===== src/rtl/breath_seq_if.sv =====
// breath_seq_if: control strobes in and brightness/colour status out for the breathing sequencer
interface breath_seq_if #(parameter int DUTY_W = 8);
    logic              en_i;
    logic              tick_i;
    logic              load_i;
    logic [2:0]        color_i;
    logic [DUTY_W-1:0] duty_o;
    logic [2:0]        color_o;
    logic              pwm_o;
    logic              busy_o;
    logic              breath_done_o;
    modport master (
        output en_i, tick_i, load_i, color_i,
        input  duty_o, color_o, pwm_o, busy_o, breath_done_o
    );
    modport slave (
        input  en_i, tick_i, load_i, color_i,
        output duty_o, color_o, pwm_o, busy_o, breath_done_o
    );
endinterface


===== src/rtl/breath_seq.sv =====
// breath_seq: ramps a PWM duty up/down per breath and steps the colour index at each breath end
module breath_seq #(
    parameter int DUTY_W     = 8,
    parameter int HOLD_TICKS = 16,
    parameter int OFF_TICKS  = 16,
    parameter int NUM_COLORS = 6
) (
    input  logic          clk_i,
    input  logic          rst_ni,
    breath_seq_if.slave   bus
);
    typedef enum logic [2:0] {IDLE, RISE, HOLD, FALL, DARK} state_t;

    localparam logic [DUTY_W-1:0] MAX = '1;
    localparam int CNT_MAX = (HOLD_TICKS > OFF_TICKS) ? HOLD_TICKS : OFF_TICKS;
    localparam int CNT_W = $clog2(CNT_MAX) + 1;
    localparam logic [CNT_W-1:0] HOLD_LAST = CNT_W'(HOLD_TICKS - 1);
    localparam logic [CNT_W-1:0] OFF_LAST = CNT_W'(OFF_TICKS - 1);
    localparam logic [2:0] LAST_COLOR = 3'(NUM_COLORS - 1);

    state_t            state_q, state_d;
    logic [DUTY_W-1:0] duty_q, duty_d;
    logic [CNT_W-1:0]  cnt_q, cnt_d;
    logic [2:0]        color_q, color_d;
    logic              pend_q, pend_d;
    logic [2:0]        pend_color_q, pend_color_d;
    logic              done_q, done_d;
    logic [DUTY_W-1:0] pwm_cnt_q, pwm_cnt_d;
    logic              pwm_q, pwm_d;
    logic              load_ok;
    logic [2:0]        color_inc;

    assign load_ok   = bus.load_i && (int'(bus.color_i) < NUM_COLORS);
    assign color_inc = (color_q == LAST_COLOR) ? 3'd0 : color_q + 3'd1;

    assign bus.duty_o        = duty_q;
    assign bus.color_o       = color_q;
    assign bus.pwm_o         = pwm_q;
    assign bus.busy_o        = state_q != IDLE;
    assign bus.breath_done_o = done_q;

    // Breath phase sequencing, colour selection and PWM comparison
    always_comb begin
        state_d      = state_q;
        duty_d       = duty_q;
        cnt_d        = cnt_q;
        color_d      = color_q;
        pend_d       = pend_q;
        pend_color_d = pend_color_q;
        done_d       = 1'b0;
        pwm_cnt_d    = pwm_cnt_q + 1'b1;
        pwm_d        = pwm_cnt_q < duty_q;
        if (state_q == IDLE) begin
            if (load_ok) color_d = bus.color_i;
            if (bus.en_i) begin
                state_d = RISE;
                duty_d  = '0;
                cnt_d   = '0;
            end
        end else if (!bus.en_i) begin
            state_d = IDLE;
            duty_d  = '0;
            cnt_d   = '0;
            if (load_ok) begin
                pend_d       = 1'b1;
                pend_color_d = bus.color_i;
            end
        end else begin
            if (load_ok) begin
                pend_d       = 1'b1;
                pend_color_d = bus.color_i;
            end
            if (bus.tick_i) begin
                case (state_q)
                    RISE: if (duty_q == MAX) begin
                        state_d = HOLD;
                        cnt_d   = '0;
                    end else duty_d = duty_q + 1'b1;
                    HOLD: if (cnt_q == HOLD_LAST) begin
                        state_d = FALL;
                        cnt_d   = '0;
                    end else cnt_d = cnt_q + 1'b1;
                    FALL: if (duty_q == '0) begin
                        state_d = DARK;
                        cnt_d   = '0;
                    end else duty_d = duty_q - 1'b1;
                    DARK: if (cnt_q == OFF_LAST) begin
                        state_d = RISE;
                        cnt_d   = '0;
                        done_d  = 1'b1;
                        color_d = load_ok ? bus.color_i : (pend_q ? pend_color_q : color_inc);
                        pend_d  = 1'b0;
                    end else cnt_d = cnt_q + 1'b1;
                    default: state_d = IDLE;
                endcase
            end
        end
    end

    // State and output registers with asynchronous clear
    always_ff @(posedge clk_i or negedge rst_ni) begin
        if (!rst_ni) begin
            state_q      <= IDLE;
            duty_q       <= '0;
            cnt_q        <= '0;
            color_q      <= '0;
            pend_q       <= 1'b0;
            pend_color_q <= '0;
            done_q       <= 1'b0;
            pwm_cnt_q    <= '0;
            pwm_q        <= 1'b0;
        end else begin
            state_q      <= state_d;
            duty_q       <= duty_d;
            cnt_q        <= cnt_d;
            color_q      <= color_d;
            pend_q       <= pend_d;
            pend_color_q <= pend_color_d;
            done_q       <= done_d;
            pwm_cnt_q    <= pwm_cnt_d;
            pwm_q        <= pwm_d;
        end
    end
endmodule


===== src/flat_wrapper.sv =====
// flat-port wrapper written by rule: the top's interface ports become plain ports
module breath_seq_flat 
#(
    parameter int DUTY_W     = 8,
    parameter int HOLD_TICKS = 16,
    parameter int OFF_TICKS  = 16,
    parameter int NUM_COLORS = 6
)
  (clk_i, rst_ni, bus_en_i, bus_tick_i, bus_load_i, bus_color_i, bus_duty_o, bus_color_o, bus_pwm_o, bus_busy_o, bus_breath_done_o);
  breath_seq_if #(.DUTY_W(DUTY_W)) bus_i ();
  input  logic clk_i;
  input  logic rst_ni;
  input wire logic [$bits(bus_i.en_i)-1:0] bus_en_i;
  input wire logic [$bits(bus_i.tick_i)-1:0] bus_tick_i;
  input wire logic [$bits(bus_i.load_i)-1:0] bus_load_i;
  input wire logic [$bits(bus_i.color_i)-1:0] bus_color_i;
  output wire logic [$bits(bus_i.duty_o)-1:0] bus_duty_o;
  output wire logic [$bits(bus_i.color_o)-1:0] bus_color_o;
  output wire logic [$bits(bus_i.pwm_o)-1:0] bus_pwm_o;
  output wire logic [$bits(bus_i.busy_o)-1:0] bus_busy_o;
  output wire logic [$bits(bus_i.breath_done_o)-1:0] bus_breath_done_o;
  assign bus_i.en_i = bus_en_i;
  assign bus_i.tick_i = bus_tick_i;
  assign bus_i.load_i = bus_load_i;
  assign bus_i.color_i = bus_color_i;
  assign bus_duty_o = bus_i.duty_o;
  assign bus_color_o = bus_i.color_o;
  assign bus_pwm_o = bus_i.pwm_o;
  assign bus_busy_o = bus_i.busy_o;
  assign bus_breath_done_o = bus_i.breath_done_o;
  breath_seq #(.DUTY_W(DUTY_W), .HOLD_TICKS(HOLD_TICKS), .OFF_TICKS(OFF_TICKS), .NUM_COLORS(NUM_COLORS)) u_core (.clk_i(clk_i), .rst_ni(rst_ni), .bus(bus_i));
endmodule

===== config.mk =====
export PLATFORM = sky130hd
export DESIGN_NAME = breath_seq_flat
export DESIGN_NICKNAME = d
export VERILOG_FILES = /design/src/rtl/breath_seq_if.sv /design/src/rtl/breath_seq.sv /design/src/flat_wrapper.sv
export SDC_FILE = /design/constraint.sdc
export NUM_CORES = 1
export LEC_CHECK = 0
export ABC_AREA = 1
export CAP_MARGIN = 20
export CORE_ASPECT_RATIO = 1.5
export CORE_MARGIN = 2
export CORE_UTILIZATION = 54
export CTS_CLUSTER_SIZE = 16
export DETAILED_ROUTE_END_ITERATION = 10
export PLACE_DENSITY = 0.8
export SYNTH_ARGS = -nofsm -noshare
export SYNTH_HDL_FRONTEND = slang
export SYNTH_SLANG_ARGS = --single-unit

===== constraint.sdc =====
create_clock -name clk_i -period 2.32 [get_ports clk_i]
set_input_delay 0.464 -clock clk_i [delete_from_list [all_inputs] [get_ports clk_i]]
set_output_delay 0.464 -clock clk_i [all_outputs]
set_load 0.005 [all_outputs]

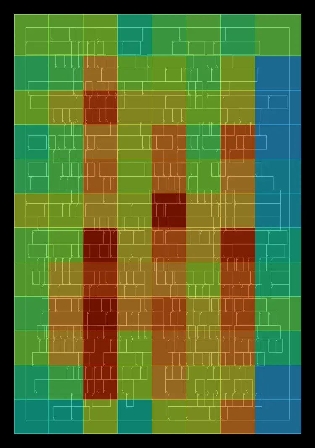
(images/final_congestion.png)
detail-routed net length per standard cell: 12.1 um
most used routing layer in global routing: met2
met2 track demand over resource: 42.1%
GR Util All Layers: 22.4%
post-layout util: 65.4%

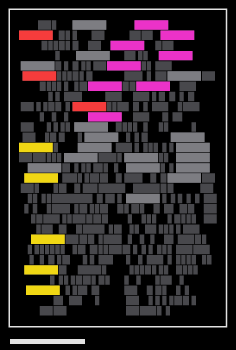
(images/registers.png)
Scale bar: 20 um.
- magenta: u_core.pwm_cnt_q (placed flops 8)
- yellow: u_core.cnt_q (placed flops 5)
- red: u_core.pend_color_q (placed flops 3)
- not coloured: 17
total area of sequential cells: 826 um2
share of cell area taken by flip-flops and latches: 30.3%

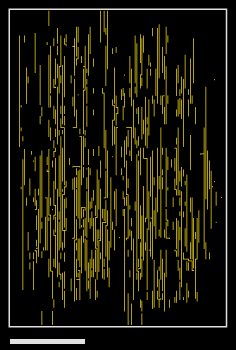
(images/met2.png)
Scale bar: 20 um.
- wire length on this layer: 2670 um
- main direction: vertical
- longest straight run: 34.7 um
total vias in the final route: 2071
Total Wirelength: 4830 um

==> qor.yml <==
job:
  warnings: 26
  max-cap-violations: 0
worst_setup_path:
  ff2ff_setup_slack_ps: 400
  cp-end-kind: "output port"
  cpLargestDelayFamily: "buffers and inverters"
  worst_r2r_path_depth: 11
  worstPathBufferInverterCount: 2
  crit_reg_reg_endpoint: "u_core.bus.duty_o[7]$_DFFE_PN0P_"
  crit_path_class: "reg -> out"
  worst-endpoint-required_ps: 1860
pwr:
  vdd.ir_drop.worst_v: 0.000855
  internal_power_mw: 1.60
  powerSeq_mw: 0.834
  power.leakage_nw: 1.46
  power.share.combinational_pct: 49.3
  p_sw_share_pct: 41.8
  clock_power_mw: 0.560
  maxPowerGroup: "combinational logic"
timing:
  max_clk_rate_mhz: 497
  post-route-period-util_pct: 86.8
  final.setup.worst_slack_ps: 307
  timing.slew.headroom_pct: 71.0
  min_period_ps: 2010
detailed_routing:
  drtAntennaViolNets: 0
  detailroute.wirelength.met2_um: 2670
  dr_pass1_iterations: 4
  post-route-drc-count: 0
clock_network:
  numCtsBuffers: 5
  tritoncts: "built"
  number_of_buffers_inserted_for_hold_repair_after_clock_tree_synthesis: 0
  cts_root_buffer: "clkbuf_8"
  clk_lat_worst_skew_ps: 280
  cts.path.max_buffers: 2
global_route:
  largest_net_degree_at_the_start_of_global_routing: 34
  grt_pass1_wl_um: 8600
  first_global_vias: 2070
  grt_antenna_before_repair: 0
finish:
  area.growth.synth_to_final_pct: 17.7
  layout.area.comb_um2: 1290
  highest_count_cells_in_the_layout_ignoring_fill_and_taps: "112 x nand2_1, 47 x inv_1, 33 x dfrtp_1, 27 x nand3_1"
min_path:
  hp-start: "u_core.pwm_cnt_q[0]$_DFF_PN0_"
  min_delay_worst_endpoint: "u_core.pwm_cnt_q[0]$_DFF_PN0_"
  hold_path.class: "reg -> reg"
placement:
  numPlacedInstances: 392
  pre_cts_ws_ps: 396
  port_buffers: 21
  gp_congestion: 0.918
  hpwl_um: 3730
die:
  io_pins: 22
  core.rowCount: 29
synthesis:
  xor_share_pct: 3.40
  yosys_warnings: 0
  asyncSetResetFlopFracSynth_pct: 100
  post_synth_most_frequent_cells: "112 x nand2_1, 47 x inv_1, 33 x dfrtp_1"
  synth_area_per_cell_um2: 7.22
  simple_gate_area_share_pct: 37.9
  top_area_cell: "dfrtp_1"
  synth_largest_type_area_fraction_pct: 35.6
  ff_type: "dfrtp_1"
status:
  result_of_the_run: "completed"
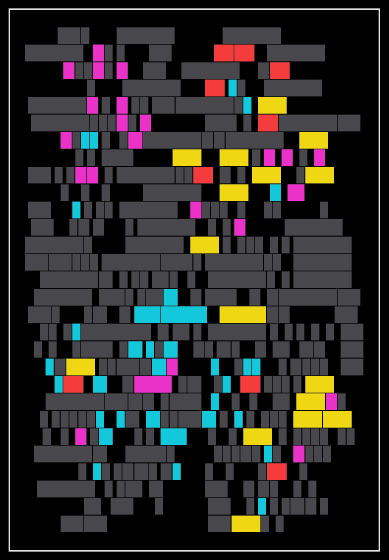
(images/gate_families.png)
- cyan: NOR gates (cells 33)
- yellow: adder and majority cells (cells 16)
- red: XOR/XNOR gates (cells 9)
- magenta: inverting AOI/OAI gates (cells 23)
multi-input gate share of total cell area: 47.5%
number of non-filler instances in the completed layout: 400
most common cell after layout, fill and taps aside: nand2_1

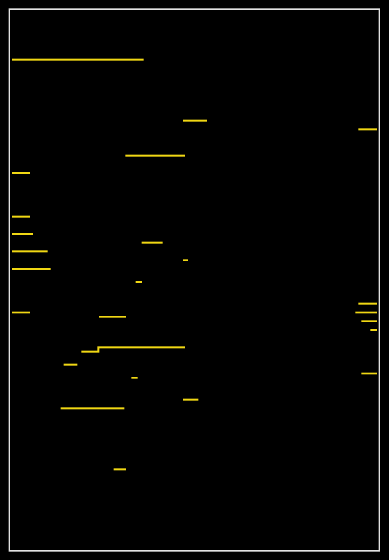
(images/met3.png)
- nets with wire on the layer: 18
- share of all routed wire: 2.2%
- main direction: horizontal
- longest straight run: 20.2 um
- wire length on this layer: 108 um
met3 track demand over resource: 3.39%

==> final cells by class <==
type                       instances  area share, %
clock buffer                       7           3.16
multi-input combinational        238           47.5
inverter                          49           6.83
timing repair buffer              26           9.08
tap                               46           2.11
sequential                        33           30.3
clock inverter                     1           1.10
==> stage by stage <==
step / power (mW) / area, um2 / hold WS, ps
4_1_cts: 2.76 / 2730 / 480
5_1_grt: 2.97 / 2730 / 513
3_3_place_gp: 2.16 / 2610 / 464
2_1_floorplan: 1.75 / 2320 / 168
3_5_place_dp: 2.20 / 2610 / 469
6_report: 2.75 / 2730 / 477
Power figures rest on the tool's default switching activity, not on a simulated workload.
